Figure 1. Cell classes on the final placement (run 1).
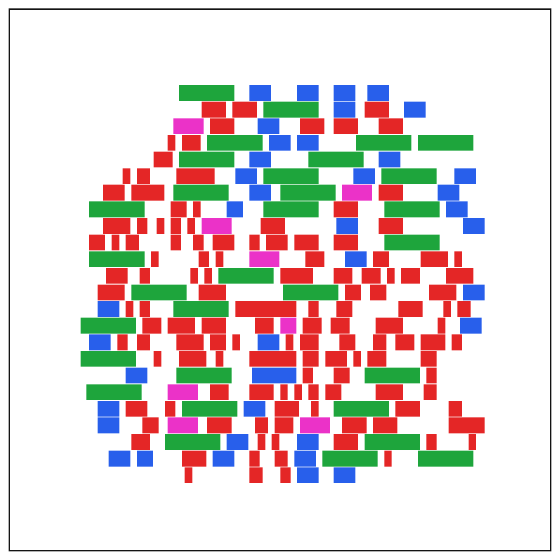
Figure 2. Where the registers sit (run 1).
The bar under the picture is 20 µm long. Other sequential cells in the stronger grey, the rest of the logic in the fainter grey.
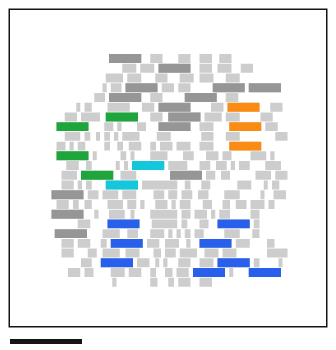
Figure 3. The clock network (run 1).
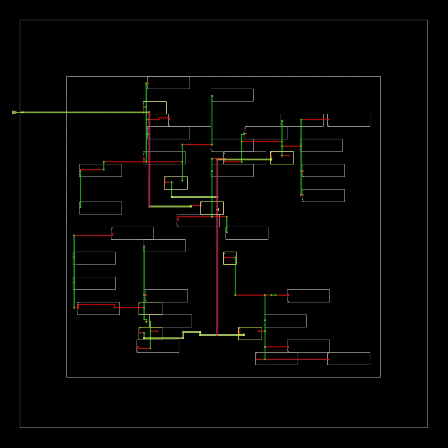
$ cat src/rtl/mux_scan_seq.sv
// Scan sequencer around an 8:1 byte mux: drives sel_o, waits for the settle time, then streams each enabled channel's byte.
// Optional continuous-scan mode: define MUX_SCAN_CONT_EN.
module mux_scan_seq #(
    parameter int Width        = 8,
    parameter int SettleCycles = 1
) (
    input  logic             clk_i,
    input  logic             rst_ni,
    input  logic             start_i,
    input  logic [7:0]       mask_i,
    input  logic [Width-1:0] mux_y_i,
    output logic [2:0]       sel_o,
    output logic             out_valid_o,
    input  logic             out_ready_i,
    output logic [Width-1:0] out_data_o,
    output logic [2:0]       out_ch_o,
    output logic             busy_o,
    output logic             done_o
);

    typedef enum logic [1:0] {
        IDLE    = 2'd0,
        SETTLE  = 2'd1,
        PRESENT = 2'd2
    } state_t;

    localparam logic [3:0] SETTLE_LOAD = 4'(SettleCycles - 1);

    // Lowest set bit of m at index >= lo; 8 means none (bit 3 set).
    function automatic logic [3:0] find_from(input logic [7:0] m, input logic [3:0] lo);
        logic [3:0] r;
        r = 4'd8;
        for (int k = 7; k >= 0; k--) begin
            if (m[k] && (4'(k) >= lo)) begin
                r = 4'(k);
            end
        end
        return r;
    endfunction

    state_t           state_r;
    logic [7:0]       mask_r;
    logic [3:0]       cnt_r;
    logic [2:0]       sel_r;
    logic             valid_r;
    logic [Width-1:0] data_r;
    logic [2:0]       ch_r;
    logic             busy_r;
    logic             done_r;
    logic [3:0]       first_s;
    logic [3:0]       next_s;

    // Channel search: first channel of a new mask, next channel above the current select.
    always_comb begin
        first_s = find_from(mask_i, 4'd0);
        next_s  = find_from(mask_r, {1'b0, sel_r} + 4'd1);
    end

    // Scan FSM with all outputs registered.
    always_ff @(posedge clk_i or negedge rst_ni) begin
        if (!rst_ni) begin
            state_r <= IDLE;
            mask_r  <= 8'd0;
            cnt_r   <= 4'd0;
            sel_r   <= 3'd0;
            valid_r <= 1'b0;
            data_r  <= '0;
            ch_r    <= 3'd0;
            busy_r  <= 1'b0;
            done_r  <= 1'b0;
        end else begin
            done_r <= 1'b0;
            case (state_r)
                IDLE: begin
                    if (start_i && (mask_i != 8'd0)) begin
                        mask_r  <= mask_i;
                        sel_r   <= first_s[2:0];
                        cnt_r   <= SETTLE_LOAD;
                        busy_r  <= 1'b1;
                        state_r <= SETTLE;
                    end else if (start_i) begin
                        done_r <= 1'b1;
                    end else begin
                        busy_r <= 1'b0;
                    end
                end
                SETTLE: begin
                    if (cnt_r != 4'd0) begin
                        cnt_r <= cnt_r - 4'd1;
                    end else begin
                        data_r  <= mux_y_i;
                        ch_r    <= sel_r;
                        valid_r <= 1'b1;
                        state_r <= PRESENT;
                    end
                end
                PRESENT: begin
                    if (out_ready_i) begin
                        valid_r <= 1'b0;
                        if (!next_s[3]) begin
                            sel_r   <= next_s[2:0];
                            cnt_r   <= SETTLE_LOAD;
                            state_r <= SETTLE;
                        end else begin
                            done_r <= 1'b1;
`ifdef MUX_SCAN_CONT_EN
                            // Back-to-back scan: restart straight from the last handshake.
                            if (start_i && (mask_i != 8'd0)) begin
                                mask_r  <= mask_i;
                                sel_r   <= first_s[2:0];
                                cnt_r   <= SETTLE_LOAD;
                                state_r <= SETTLE;
                            end else begin
                                busy_r  <= 1'b0;
                                state_r <= IDLE;
                            end
`else
                            busy_r  <= 1'b0;
                            state_r <= IDLE;
`endif
                        end
                    end else begin
                        valid_r <= 1'b1;
                    end
                end
                default: begin
                    state_r <= IDLE;
                    valid_r <= 1'b0;
                    busy_r  <= 1'b0;
                end
            endcase
        end
    end

    assign sel_o       = sel_r;
    assign out_valid_o = valid_r;
    assign out_data_o  = data_r;
    assign out_ch_o    = ch_r;
    assign busy_o      = busy_r;
    assign done_o      = done_r;

endmodule

$ cat config.mk
export PLATFORM = sky130hd
export DESIGN_NAME = mux_scan_seq
export DESIGN_NICKNAME = d
export VERILOG_FILES = /design/src/rtl/mux_scan_seq.sv
export SDC_FILE = /design/constraint.sdc
export NUM_CORES = 1
export LEC_CHECK = 0
export CAP_MARGIN = 20
export CELL_PAD_IN_SITES_DETAIL_PLACEMENT = 1
export CELL_PAD_IN_SITES_GLOBAL_PLACEMENT = 1
export CORE_MARGIN = 10
export CORE_UTILIZATION = 40
export DETAILED_ROUTE_END_ITERATION = 10
export PLACE_DENSITY = 0.82
export SYNTH_ARGS = -nofsm -noshare
export SYNTH_HDL_FRONTEND = slang
export SYNTH_SLANG_ARGS = --single-unit
$ cat constraint.sdc
create_clock -name clk_i -period 2.95 [get_ports clk_i]
set_clock_uncertainty 0.15 [all_clocks]
set_input_delay 0.59 -clock clk_i [delete_from_list [all_inputs] [get_ports clk_i]]
set_output_delay 0.59 -clock clk_i [all_outputs]
set_load 0.05 [all_outputs]
==> notes.md, run 1 <==
The run has ended; figures from its reports follow.

The data required time of the critical path came out at 2.98 ns. The hold path startpoint is out_ch_o[2]$_DFFE_PN0P_. Hold timing on the final database bottoms out at a slack of 0.362 ns.

Per the cell usage report, the commonest logic cells after layout are clkdlybuf4s50_1 (36), dfrtp_1 (31), mux2_2 (21). Counting both buffers and inverters, the worst setup path holds a total of 1. The cell count after placement came out at 254.

The global-route met1 utilization is 15.9%. The number of failing hold endpoints at the final stage is 0. The power report attributes to the clock group a share of 13.3%. The logic area is 1030 µm².

The layout overhead on the synthesized area is 29.2%. For this design the ratio of total power to cell area is 1190 nW/µm². STA classifies the critical path startpoint as a register. The global-route met3 utilization came out at 3.86%.

Post-CTS repair ended up resizing 0 cells. The met3 routed wirelength came out at 201 µm. The post-cts hold buffer count came out at 0. The number of setup buffers added after CTS came out at 0. In this run the most used layer during global routing was met2.

The pre-CTS setup slack is 0.0169 ns. The STA report counts the stages on the worst setup path as 7. The end-of-flow timing check tallies setup violations at 0.

For this design, the slowest cell found on the critical path is dfrtp_1. The count of buffers inserted at the top-level ports came out at 36. The I/O pin count is 37.

For this run, the detailed router's first-pass iteration total came to 6. Per the layout report, the design carries 39 non-clock buffers. The starting density of the core is 42.1%. For this run, the chip area from Yosys synthesis comes to 1870 µm². The switching component of the power was reported as 0.00132 W. The half-perimeter wire length after detailed placement came out at 4.10 mm. The overflow left after global routing is 0. The run finished with clean final reports. The wire length of the first global-routing pass came out at 8.83 mm. The number of multi-input combinational cells in the layout is 120. The launch point of the critical path was reported as sel_o[0]$_DFFE_PN0P_.

Among all cell types in the netlist, the one instantiated most often is dfrtp_1. The number of buffers on the longest clock path is 2. The final tally of max-slew violations is 0. The OpenROAD warning count is 33. The group with the largest share of power is combinational cells. The clock network contribution to total cell area came out at 4.30%. Before any placement, the netlist area is recorded as 1870 µm². The non-clock buffering overhead in the final layout is 16.4%.

The overall global routing resource usage is 14.5%. Of the post-synthesis cell area, the dominant cell type holds 41.5%. Setup repair after global routing left no endpoint under its margin.

For the combinational group, total power comes out at 0.00170 W. The clock transition time at the flip-flop clock pins of the worst setup and hold paths came out at 0.07 ns. The dominant kind of cell by area is logic gates. The average detailed-routed wire length per instance came out at 20.2 µm.

After routing, the total negative slack on setup checks comes to 0 ns. The capture endpoint of the worst hold path is out_ch_o[2]$_DFFE_PN0P_. The share of total power dissipated in combinational logic is 59.5%. The arrival time reported for the critical path endpoint is 2.78 ns. At the end of routability-driven placement, the weighted congestion stood at 0.822. The met2 track demand over resource in global routing came out at 26.4%. The TritonCTS clock tree is built.

The cell-mix breakdown from Yosys lists the XOR/XNOR area share as 0.468%. Yosys shows that the main logic family after synthesis is AND-OR/OR-AND gates. The final antenna-violating net count came out at 0. Per the timing report, the achievable frequency comes out to 0.364 GHz. The simple logic cell fraction of the synthesized area came out at 12.0%. The cell type with the largest total area is dfrtp_1. In this run the clock root is driven by a clkbuf_8.

The analysis reports a worst IR drop on VDD of 0.424 mV. The highest metal layer used by the detailed router is met4. The slack of the worst reg-to-reg path came out at 0.20 ns. The type of the worst min-delay path is reg2reg. The via count of the first global-routing pass was 1,695.

The number of buffers created by CTS came out at 5. The tap cell instance count is 52. Leaving out filler cells and counting taps, the final layout contains 262.
Back to the opening pictures, Figure 1:
| class | colour | cells | share of their area |
|---|---|---|---|
| registers | green | 31 | 33% |
| clock drivers and dummy loads | magenta | 8 | 4.4% |
| remaining buffers and delay cells | blue | 39 | 17% |
| remaining logic cells | red | 132 | 46% |
Core Area: 4440 µm²
core utilization of the finished layout: 54.4%
final cell area excluding filler cells: 2420 µm²

Back to the opening pictures, Figure 2:
| signal | colour | sequential cells |
|---|---|---|
| `cnt_r` | green | 4 |
| `mask_r` | blue | 8 |
| `out_ch_o` | orange | 3 |
| `state_r` | cyan | 2 |
not coloured: 14
sequential cell power: 0.000781 W
Seq. cell area: 776 µm²
fraction of area in registers: 32.1%

Back to the opening pictures, Figure 3:
clock network power: 0.000380 W
clock latency on the worst-skew pair: 0.29 ns
registers: 31
clock tree sinks: 31
final-layout clock buffer total: 7

Figure 4. Drive-strength map (run 1).
The bar under the picture is 20 µm long.
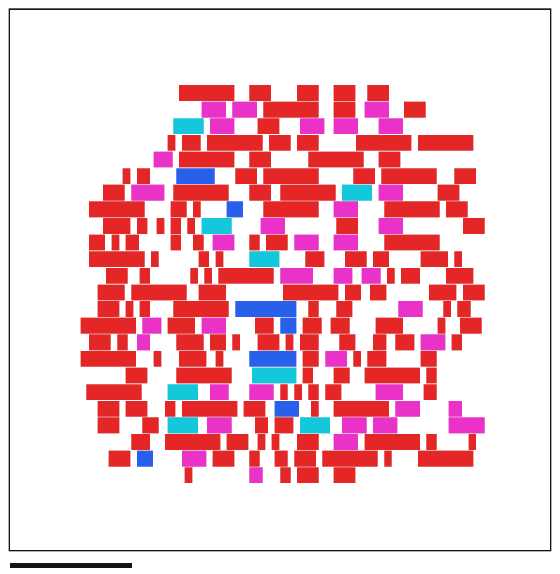

## Run 2: what changed since run 1
--- a/config.mk
+++ b/config.mk
@@ -12,6 +12,7 @@
 export CORE_UTILIZATION = 40
 export DETAILED_ROUTE_END_ITERATION = 10
 export PLACE_DENSITY = 0.82
+export REMOVE_ABC_BUFFERS = 1
 export SYNTH_ARGS = -nofsm -noshare
 export SYNTH_HDL_FRONTEND = slang
 export SYNTH_SLANG_ARGS = --single-unit
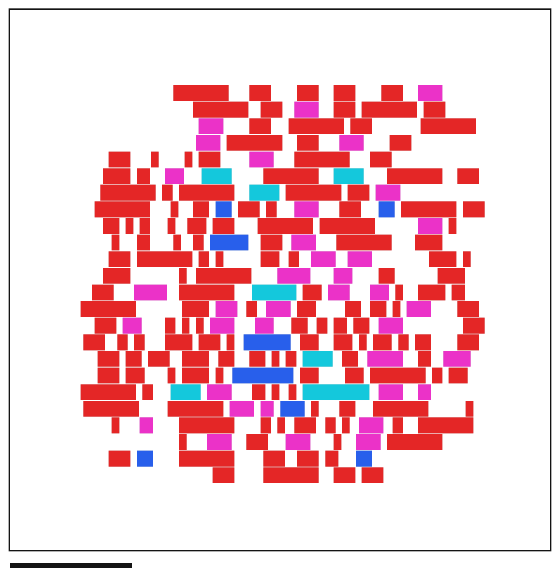
Figure 5: run 2, drive-strength map.
The bar under the picture is 20 µm long.
| size | colour | cells | share | most used |
|---|---|---|---|---|
| x6 and larger | cyan | 7 | 3.3% | clkbuf_8 |
| x1 and smaller | red | 159 | 75% | clkdlybuf4s50_1 |
| x3 and x4 | blue | 8 | 3.8% | buf_4 |
| x2 | magenta | 37 | 18% | mux2_2 |
synthesis-to-finish area growth: 29.9%
number of signal-net buffers in the layout: 41
Worst Slack Setup Final: 0.267 ns
final cell area excluding filler cells: 2430 µm²

==> notes.md, run 2 <==
The run has ended; figures from its reports follow.

The flow ran to the end, and the final reports show no timing, DRC or antenna violations. The number of failing hold endpoints at the final stage is 0 (unchanged). The pre-CTS setup slack was 0.0787 ns (+0.0618 ns).

The xor/xnor cell area share of the yosys netlist is 0.468% (unchanged). The clock transition time at the flip-flop clock pins of the worst setup and hold paths is 0.06 ns (about the same). The top cell types in the final layout, fill and taps aside, are clkdlybuf4s50_1 (36), dfrtp_1 (31), mux2_2 (21). The group with the largest share of power is combinational cells. The routing layer with the top usage in global route is met2. According to the timing report, the critical path is launched from sel_o[0]$_DFFE_PN0P_. The clock network contribution to total cell area is 4.22% (-0.076 points). The met2 track demand over resource in global routing is 23.8% (-2.6 points). The highest metal layer carrying signal wires in the routed design is met4.

The number of iterations in the first detailed-routing pass came to 5 (-1). The netlist area before placement came to 1870 µm² (unchanged). The TritonCTS clock tree is built.

The maximum clock rate came out at 0.373 GHz (+2.3%). The main kind of combinational logic by area is AND-OR/OR-AND gates. The post-cts hold buffer count is 0 (unchanged). The critical path buffer and inverter count came out at 1 (unchanged). The final antenna-violating net count is 0 (unchanged). The I/O pin count is 37 (unchanged). The ratio of total power to cell area is 1190 nW/µm² (+0.28%). The met3 routed wirelength is 217 µm (+8.0%).

The number of setup buffers added after CTS is 0 (unchanged). The number of buffers on the longest clock path is 2 (unchanged). The top cell type's share of synthesized area came out at 41.5% (unchanged). The cell count after placement was 256 (+0.79%). Note that the worst hold path type here is reg2reg. The number of multi-input combinational cells in the layout is 120 (unchanged). The average detailed-routed wire length per instance is 19.4 µm (-4.1%). Looking at the hold checks, the worst path lands on out_ch_o[2]$_DFFE_PN0P_.

The setup total negative slack is 0 ns (unchanged). The power attributed to the clock group is 0.000399 W (+5%). The total core area is 4440 µm² (unchanged).

The via count of the first global-routing pass was 1,659 (-2.1%). The global placer's final weighted congestion was 0.854 (+3.9%).
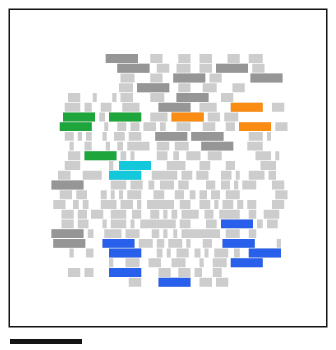
Figure 6: run 2, where the registers sit.
The bar under the picture is 20 µm long. Other sequential cells in the stronger grey, the rest of the logic in the fainter grey.
| signal | colour | sequential cells |
|---|---|---|
| `mask_r` | blue | 8 |
| `out_ch_o` | orange | 3 |
| `state_r` | cyan | 2 |
| `cnt_r` | green | 4 |
core utilization of the finished layout: 54.7%
sequential cell power: 0.000778 W
fraction of area in registers: 31.9%

Figure 7. Clock network drawn from the DEF (run 2).
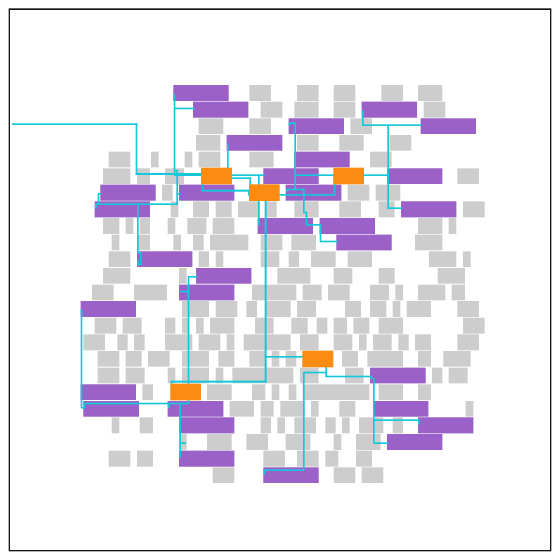

## Run 3: what changed since run 2
--- a/config.mk
+++ b/config.mk
@@ -9,10 +9,11 @@
 export CELL_PAD_IN_SITES_DETAIL_PLACEMENT = 1
 export CELL_PAD_IN_SITES_GLOBAL_PLACEMENT = 1
 export CORE_MARGIN = 10
-export CORE_UTILIZATION = 40
+export CORE_UTILIZATION = 30
 export DETAILED_ROUTE_END_ITERATION = 10
-export PLACE_DENSITY = 0.82
+export PLACE_DENSITY = 0.65
 export REMOVE_ABC_BUFFERS = 1
+export SETUP_SLACK_MARGIN = 0.4
 export SYNTH_ARGS = -nofsm -noshare
 export SYNTH_HDL_FRONTEND = slang
 export SYNTH_SLANG_ARGS = --single-unit
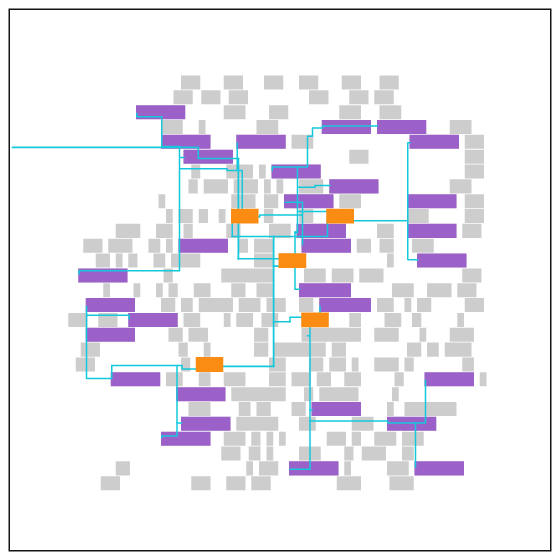
Figure 8: run 3, clock network drawn from the DEF.
[clock-net drivers] orange | count: 5
[clock wires] cyan | length: 492 µm
[flip-flops] purple | count: 31
routed clock nets: 6
clock latency on the worst-skew pair: 0.28 ns
clock network power: 0.000441 W
power share of the clock group: 14.5%

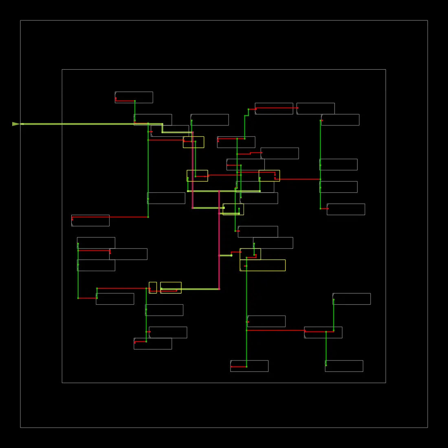
Figure 9: run 3, the clock network.
Num CTS Buffers: 5
final-layout clock buffer total: 6

==> notes.md, run 3 <==
The run has ended; figures from its reports follow.

The flow ran to the end, and the final reports show no timing, DRC or antenna violations. The sequential share of cell area came out at 30.3% (-1.6 points). The global placer's final weighted congestion came out at 0.735 (-14%). The final non-filler cell area was 2570 µm² (+5.7%). The TritonCTS clock tree is built. The number of cell rows is 28.

The final antenna-violating net count is 0 (unchanged). The synthesized design contains 31 register bits. Per the cell usage report, the commonest logic cells after layout are clkdlybuf4s50_1 (33), dfrtp_1 (29), mux2_2 (21). The cell count after placement came out at 279 (+9.0%).

The synthesis stats list as the most numerous cell dfrtp_1. The top cell type's share of synthesized area came out at 41.5% (unchanged). The highest metal layer used by the detailed router is met4.

The number of failing hold endpoints at the final stage came out at 0 (unchanged). The synthesis run identifies the leading combinational cell family as AND-OR/OR-AND gates. The clock transition time at the flip-flop clock pins of the worst setup and hold paths is 0.07 ns (about the same). The startpoint identified for the worst hold timing path is out_data_o[1]$_DFFE_PN0P_. The worst path setup slack after routing is 0.489 ns (+0.222 ns). The wire length of the first global-routing pass is 8.13 mm. The cell sitting at the root of the clock tree is a clkbuf_8. The maximum fanout count along the critical path is 7. The total clock sinks came out at 31. Post-synth the commonest register cell is dfrtp_1. Setup repair after global routing left no endpoint under its margin. The half-perimeter wire length after detailed placement came out at 3.66 mm. The routed design uses 2.43 mm of met2 wire. The total cell area at the placement stage came out at 2340 µm². The group that draws the most power in this run is combinational cells. The setup total negative slack came out at 0 ns (unchanged).

The via count of the first global-routing pass was 1,565 (-5.7%). Counting flops with an async set or reset pin after synthesis yields a share of 100%. The xor/xnor cell area share of the yosys netlist is 0.468% (unchanged). The average detailed-routed wire length per instance is 16.5 µm (-15%). The pre-CTS setup slack came to 0.0877 ns (+0.00895 ns). Routing resource usage on met3 recorded by global route was 3.14%. After layout the signal buffers, clock cells excluded, come to 17.0% of cell area. The initial antenna violation count came out at 0. The number of nets in the final layout is 245. The buffer count excluding the clock tree in the final layout is 45 (+9.8%).

The run reported a max-capacitance violation count of 0. Summed over all layers, the routed wires come to 4.80 mm. The share of the final layout cell area in multi-input gates came out at 42.7%. Per the detail_route report, the via count comes to 1,486.

The worst hold path belongs to the class reg2reg. The utilization after layout is 42.9% (-12 points). The starting density of the core is 31.2%.

The maximum clock rate came out at 0.406 GHz (+9.0%). The worst hold path terminates at out_data_o[1]$_DFFE_PN0P_. OpenSTA lists the critical path startpoint as mask_i[5]. The number of multi-input combinational cells in the layout was 120 (unchanged). The post-cts hold buffer count was 0 (unchanged). The tap cell instance count is 75.

The signal on the critical path passes through clkdlybuf4s50_1, or4_4, o41ai_4, a21oi_2, buf_4, o211a_4, o211ai_1. The netlist area before placement came out at 1870 µm² (unchanged). The met2 track demand over resource in global routing came out at 16.1% (-7.6 points). The routing layer with the top usage in global route is met2. The number of iterations in the first detailed-routing pass came out at 4 (-1). The shortest clock period the worst path allows after layout is 2.46 ns. The met3 routed wirelength is 194 µm (-11%).

The sequential fraction of design power came out at 25.8%. The unique cell type count in the Yosys netlist is 49. The clock network contribution to total cell area was 4.58% (+0.36 points). The count of buffers inserted at the top-level ports is 36. The I/O pin count was 37 (unchanged). The fraction of final layout cells with drive strength greater than 1 is 30.1%. The layout report lists the combined flip-flop and latch area as 778 µm².

The number of instances resized during post-cts repair is 4. The total core area is 5990 µm² (+35%). The critical path buffer and inverter count is 2 (+1). The ratio of total power to cell area came out at 1180 nW/µm² (-0.71%). For reference, the top cells by count after synthesis are dfrtp_1 (31), mux2_2 (21), inv_1 (12). The number of buffers on the longest clock path is 2 (unchanged). On the critical path, the stage with the largest delay is an instance of or4_4. The number of setup buffers added after CTS is 0 (unchanged).

The sequential logic power came out at 0.000782 W (+0.5%). The layout overhead on the synthesized area is 37.3%.
Power and IR drop assume default switching activity.
